### Met1 routing

Supply wires on this layer in grey.
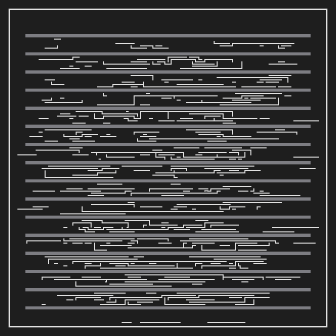
### Signal wires on met2

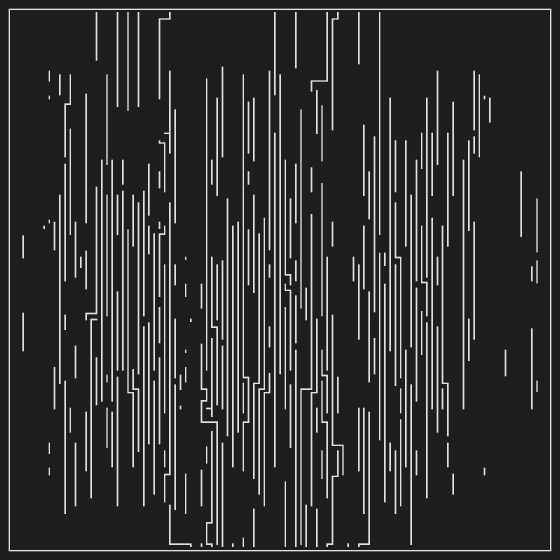
### M3 wires

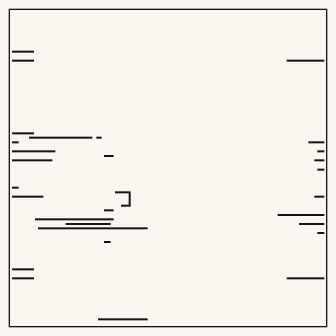
### Routed metal per tile

Bar = 10 um. 9 x 9 tiles, from dark purple (low) to yellow (high), scaled to the fullest tile. Values are wire area over tile area, all layers added.
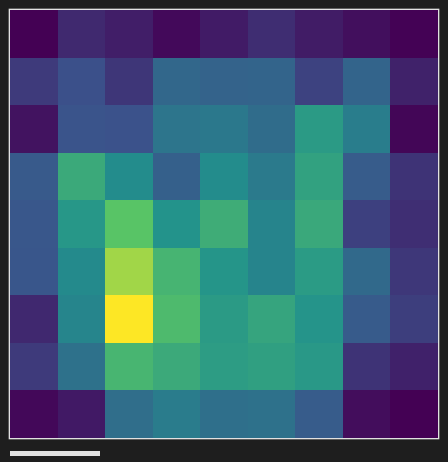
### src/rtl/zimbo_control.sv
// zimbo_control: multi-cycle control FSM for the Zimbo 16-bit core.
// Decodes opcode/func/zero from the datapath into steering selects and
// PC / register-file / memory strobes. Handles the memory-ready handshake,
// the two-cycle multiply writeback and the halt state.
// Optional feature: define ZIMBO_PERF_CNT_EN to build the 16-bit
// retired-instruction counter; otherwise `retired` is tied to zero.
module zimbo_control #(
    parameter logic [4:0] HALT_OP = 5'b11111
) (
    input  logic        clock,
    input  logic        reset,
    input  logic [4:0]  opcode,
    input  logic [2:0]  func,
    input  logic        zero,
    input  logic        mem_ready,
    output logic        mem_alu,
    output logic [1:0]  addrbase,
    output logic        mulreg,
    output logic        insdat,
    output logic        alusrc,
    output logic [2:0]  aluop,
    output logic        pcwrite,
    output logic [1:0]  pcsrc,
    output logic        regwrite,
    output logic        memread,
    output logic        memwrite,
    output logic        illegal,
    output logic        halted,
    output logic [15:0] retired
);

    localparam logic [4:0] OP_RTYPE = 5'b00000;
    localparam logic [4:0] OP_ADDI  = 5'b00001;
    localparam logic [4:0] OP_LW    = 5'b00010;
    localparam logic [4:0] OP_SW    = 5'b00011;
    localparam logic [4:0] OP_BEQ   = 5'b00100;
    localparam logic [4:0] OP_BNE   = 5'b00101;
    localparam logic [4:0] OP_J     = 5'b00110;
    localparam logic [4:0] OP_MUL   = 5'b00111;

    localparam logic [2:0] ALU_ADD  = 3'd0;
    localparam logic [2:0] ALU_SUB  = 3'd1;
    localparam logic [2:0] ALU_MUL  = 3'd7;

    typedef enum logic [2:0] {
        S_EXEC  = 3'd0,
        S_MEM   = 3'd1,
        S_MULHI = 3'd2,
        S_HALT  = 3'd3
    } state_t;

    state_t state_q, state_d;

    // Raw strobes before the reset override.
    logic pc_wr, reg_wr, mem_rd, mem_wr, ill;

    // Next-state and output decode from the current state and datapath fields.
    always_comb begin
        state_d  = state_q;
        mem_alu  = 1'b0;
        addrbase = 2'd1;
        mulreg   = 1'b0;
        insdat   = 1'b0;
        alusrc   = 1'b1;
        aluop    = ALU_ADD;
        pcsrc    = 2'd0;
        halted   = 1'b0;
        pc_wr    = 1'b0;
        reg_wr   = 1'b0;
        mem_rd   = 1'b0;
        mem_wr   = 1'b0;
        ill      = 1'b0;

        case (state_q)
            S_EXEC: begin
                mem_rd = 1'b1;
                case (opcode)
                    OP_RTYPE: begin
                        aluop  = func;
                        reg_wr = 1'b1;
                        pc_wr  = 1'b1;
                    end
                    OP_ADDI: begin
                        alusrc = 1'b0;
                        reg_wr = 1'b1;
                        pc_wr  = 1'b1;
                    end
                    OP_LW, OP_SW: begin
                        alusrc  = 1'b0;
                        state_d = S_MEM;
                    end
                    OP_BEQ: begin
                        aluop    = ALU_SUB;
                        addrbase = 2'd2;
                        pc_wr    = 1'b1;
                        pcsrc    = zero ? 2'd1 : 2'd0;
                    end
                    OP_BNE: begin
                        aluop    = ALU_SUB;
                        addrbase = 2'd2;
                        pc_wr    = 1'b1;
                        pcsrc    = zero ? 2'd0 : 2'd1;
                    end
                    OP_J: begin
                        addrbase = 2'd0;
                        pc_wr    = 1'b1;
                        pcsrc    = 2'd2;
                    end
                    OP_MUL: begin
                        aluop   = ALU_MUL;
                        reg_wr  = 1'b1;
                        state_d = S_MULHI;
                    end
                    default: begin
                        if (opcode == HALT_OP) begin
                            state_d = S_HALT;
                        end else begin
                            // Undefined opcode: flag it and step over it as a NOP.
                            ill   = 1'b1;
                            pc_wr = 1'b1;
                        end
                    end
                endcase
                // Instruction fetch not complete yet: keep steering, suppress
                // every strobe and wait here.
                if (!mem_ready) begin
                    pc_wr   = 1'b0;
                    reg_wr  = 1'b0;
                    ill     = 1'b0;
                    state_d = S_EXEC;
                end
            end

            S_MEM: begin
                insdat  = 1'b1;
                mem_alu = 1'b1;
                alusrc  = 1'b0;
                if (opcode == OP_LW) begin
                    mem_rd = 1'b1;
                    if (mem_ready) begin
                        reg_wr  = 1'b1;
                        pc_wr   = 1'b1;
                        state_d = S_EXEC;
                    end
                end else if (opcode == OP_SW) begin
                    if (mem_ready) begin
                        mem_wr  = 1'b1;
                        pc_wr   = 1'b1;
                        state_d = S_EXEC;
                    end
                end else begin
                    // Opcode changed under us: abandon the access quietly.
                    state_d = S_EXEC;
                end
            end

            S_MULHI: begin
                aluop   = ALU_MUL;
                mulreg  = 1'b1;
                reg_wr  = 1'b1;
                pc_wr   = 1'b1;
                state_d = S_EXEC;
            end

            S_HALT: begin
                halted = 1'b1;
            end

            default: begin
                state_d = S_EXEC;
            end
        endcase
    end

    // Strobes are held low for as long as reset is asserted.
    assign pcwrite  = pc_wr  & ~reset;
    assign regwrite = reg_wr & ~reset;
    assign memread  = mem_rd & ~reset;
    assign memwrite = mem_wr & ~reset;
    assign illegal  = ill    & ~reset;

    // State register; reset abandons any in-flight instruction.
    always_ff @(posedge clock or posedge reset) begin
        if (reset) begin
            state_q <= S_EXEC;
        end else begin
            state_q <= state_d;
        end
    end

`ifdef ZIMBO_PERF_CNT_EN
    logic [15:0] retired_q;

    // Count every PC update plus the step into halt; wraps naturally.
    always_ff @(posedge clock or posedge reset) begin
        if (reset) begin
            retired_q <= 16'h0000;
        end else if (pcwrite || (state_d == S_HALT && state_q != S_HALT)) begin
            retired_q <= retired_q + 16'd1;
        end
    end

    assign retired = retired_q;
`else
    assign retired = 16'h0000;
`endif

endmodule

### config.mk
export PLATFORM = sky130hd
export DESIGN_NAME = zimbo_control
export DESIGN_NICKNAME = d
export VERILOG_FILES = /design/src/rtl/zimbo_control.sv
export SDC_FILE = /design/constraint.sdc
export NUM_CORES = 1
export LEC_CHECK = 0
export CORE_MARGIN = 2
export CORE_UTILIZATION = 31
export CTS_BUF_LIST = sky130_fd_sc_hd__clkbuf_2
export DETAILED_ROUTE_END_ITERATION = 7
export PLACE_DENSITY = 0.81
export REMOVE_ABC_BUFFERS = 1
export SLEW_MARGIN = 25
export SYNTH_ARGS = -nofsm -noshare
export SYNTH_HDL_FRONTEND = slang
export SYNTH_SLANG_ARGS = --single-unit
### constraint.sdc
create_clock -name clock -period 1.5 [get_ports clock]
set_clock_uncertainty 0.1 [all_clocks]
set_input_delay 0.3 -clock clock [delete_from_list [all_inputs] [get_ports clock]]
set_output_delay 0.3 -clock clock [all_outputs]
set_load 0.05 [all_outputs]
==> impl_report.txt <==
FLOW METRICS REPORT
----------------------------------------------------
[Run status]
  Status ........................ complete, but fails checks
  Violated checks ........................ setup timing

[Critical path]
  Cell class contributing the biggest share of worst-path delay ........................ simple AND/OR/NAND/NOR gates
  Worst Path Required ........................ about 1100 ps
  Slowest library cell on the worst path ........................ sky130_fd_sc_hd__or3b_4
  Cell-by-cell listing of the critical path ........................ or3b_4 > inv_2 > and3_4 > a32o_1 > a31o_2 > buf_12
  Path depth of the worst reg2reg path ........................ 4
  Kind of start point of the critical path ........................ flop
  Number of cells on the critical path ........................ 6
  CP endpoint kind ........................ primary output
  CP peak stage delay ........................ approximately 450 ps
  Number of buffer and inverter stages on the critical path ........................ 2

[Die]
  Placement row count ........................ 15
  DIE HEIGHT ........................ 47.4 um
  Die X-Extent ........................ approximately 47 um
  Core outline area ........................ 1750 um2
  I/O pin cnt ........................ roughly 45

[Power]
  Leakage dissipation ........................ just under 0.0007 uW
  Switching part of the total power ........................ 0.489
  Clock network fraction of design power ........................ 0.163
  Switching power total ........................ around 330 uW

[Drt]
  First-pass iteration count of the detailed router ........................ 4
  DRC ........................ 0

[Global route]
  Grt peak-use layer ........................ met2
  Vias in the first global route ........................ 862

[Layout]
  Multi-input gate area ........................ 623 um2
  Flip-flop count of the largest register after layout ........................ 3
  Area added between synthesis and finish ........................ 169%
  Ratio of cells with drive above 1 in the final layout ........................ 0.682
  Finished Cell Area ........................ between 1500 and 2000 um2
  Antenna cells ........................ 0
  Fillers ........................ 73
  Largest regs ........................ state_q x3

[STA]
  # setup viols final ........................ 19
  Maximum achievable frequency ........................ approximately 460 MHz
  Total count of max-transition violations in the final report ........................ 0
  Final WS setup ........................ -672 ps
  Endpoints failing hold ........................ 0
  RSZ-0062 raised after global routing ........................ yes
  Time the worst path needs with I/O delays and setup ........................ approximately 2200 ps
  Total Negative Setup Slacks ........................ -7150 ps

[Place]
  Number of buffers added on ports ........................ 28
  Post-detailed-placement half-perimeter wirelength ........................ between 1500 and 2000 um

[Clocking]
  Clock tree from TritonCTS ........................ built
  Total CTS buffers ........................ 3
  Maximum clock insertion buffer count ........................ 2
  Root buffer cell ........................ sky130_fd_sc_hd__clkbuf_2

[Synthesis]
  Chip area line of the yosys report ........................ around 580 um2
  Main flop type ........................ sky130_fd_sc_hd__dfrtp_1
  Distinct lib cells used ........................ 37
  Post-synth ARST share ........................ 1.00
  Synth warnings ........................ 0
  Number of enable flip-flop cells ........................ 0
  Mean Syn Cell Area ........................ 6.94 um2

[Min path]
  Hold/Removal Path Class ........................ input port to flop

[Flow run]
  Log Warnings ........................ 27

----------------------------------------------------
About 'Met1 routing':
wire length on this layer: 1,290 um
main direction: horizontal
share of all routed wire: 42%
longest straight run: 23.0 um
post-detailed-routing wire length: 3100 um
number of vias in the routed layout: 856
GR met1 Demand/Resource: 0.352

About 'Signal wires on met2':
longest straight run: 29.2 um
nets with wire on the layer: 155
share of all routed wire: 53%
wire length on this layer: 1,650 um
main direction: vertical
met2 Use GR: 0.495

About 'M3 wires':
share of all routed wire: 3.9%
nets with wire on the layer: 27
wire length on this layer: 119 um
longest straight run: 16.1 um
M3 GR Usage: 0.0462

About 'Routed metal per tile':
tiles over half the peak: 27%
nearly empty tiles: 4.9%
mean over tiles: 0.21
emptiest ninth of the die: north-west
fullest tile: 0.63
all-layer global routing usage: 0.280
wire per inst: 17.6 um

==> final timing paths <==
check	startpoint	to	slack, ps
min in group asynchronous	reset	state_q[1]	520
max in group asynchronous	reset	state_q[2]	640
setup / recovery	state_q[1]	pcwrite	-670
setup reg to reg	state_q[2]	state_q[0]	-130
hold reg to reg	state_q[0]	state_q[0]	740
hold / removal	mem_ready	state_q[1]	480
==> layout by cell type (no fill, tap or decap), types with 2 or more instances in the layout <==
cell type	n
sky130_fd_sc_hd__nand3_1	2
sky130_fd_sc_hd__inv_1	3
sky130_fd_sc_hd__a31oi_1	3
sky130_fd_sc_hd__buf_2	2
sky130_fd_sc_hd__a21oi_4	4
sky130_fd_sc_hd__clkdlybuf4s50_1	4
sky130_fd_sc_hd__dfrtp_1	2
sky130_fd_sc_hd__buf_4	30
sky130_fd_sc_hd__nand2_1	4
sky130_fd_sc_hd__clkbuf_2	5
sky130_fd_sc_hd__buf_12	18
sky130_fd_sc_hd__conb_1	17
sky130_fd_sc_hd__buf_6	10
sky130_fd_sc_hd__nor2_4	7
sky130_fd_sc_hd__nor2_1	4
==> per-layer routing <==
layer	share of wire	wire length [um]
met3	0.038	119
met5	0	0
met1	0.42	1290
met4	0.013	40
met2	0.53	1650
==> layout make-up <==
type	instances	area share
timing repair buffer	68	0.501
clock buffer	4	0.0128
multi-input combinational	71	0.398
tap	25	0.0200
inverter	5	0.0200
sequential	3	0.0487
==> power by group through the flow <==
stage	Sequential (uW)	Clock (uW)	Combinational, uW
after CTS	89.8	114	426
after floorplan	91.9	0	190
final	90.5	111	480
after global placement	90.6	0	357
after detailed placement	91.0	0	364
after global routing	90.9	127	496
==> what timing repair did <==
item                                    CTS  global route
endpoints found under the setup margin   19            19
buffers inserted                          7             6
gates resized                            71            25
pin swaps                                19             8
==> logic make-up (layout without fill, tap and decap cells) <==
group	count (synthesis)	count (layout)	share of synthesized area
compound gates	17	17	0.204
xor+xnor	1	1	0.0150
buf+inv	26	77	0.288
flops	3	3	0.129
other cells	1	17	0.00643
simple gates	36	36	0.358
==> stage by stage <==
| step | cells | hold slack [ps] | util | setup slack (ps) | total power (uW) |
|---|---|---|---|---|---|
| after floorplan | 79 | -46.4 | - | -2020 | 282 |
| after global placement | 161 | 575 | 0.684 | -750 | 448 |
| after detailed placement | 161 | 613 | 0.684 | -784 | 455 |
| after CTS | 172 | 457 | 0.828 | -641 | 630 |
| after global routing | 176 | 489 | 0.897 | -734 | 715 |
| final | 176 | 483 | 0.897 | -672 | 681 |
==> worst register-to-register path, stage by stage, from the launching register on <==
cell and delay, ps:
sky130_fd_sc_hd__dfrtp_2 430, sky130_fd_sc_hd__or4b_4 580, sky130_fd_sc_hd__buf_6 150, sky130_fd_sc_hd__a31o_4 200, sky130_fd_sc_hd__o22ai_2 80
Power figures rest on the tool's default switching activity, not on a simulated workload.
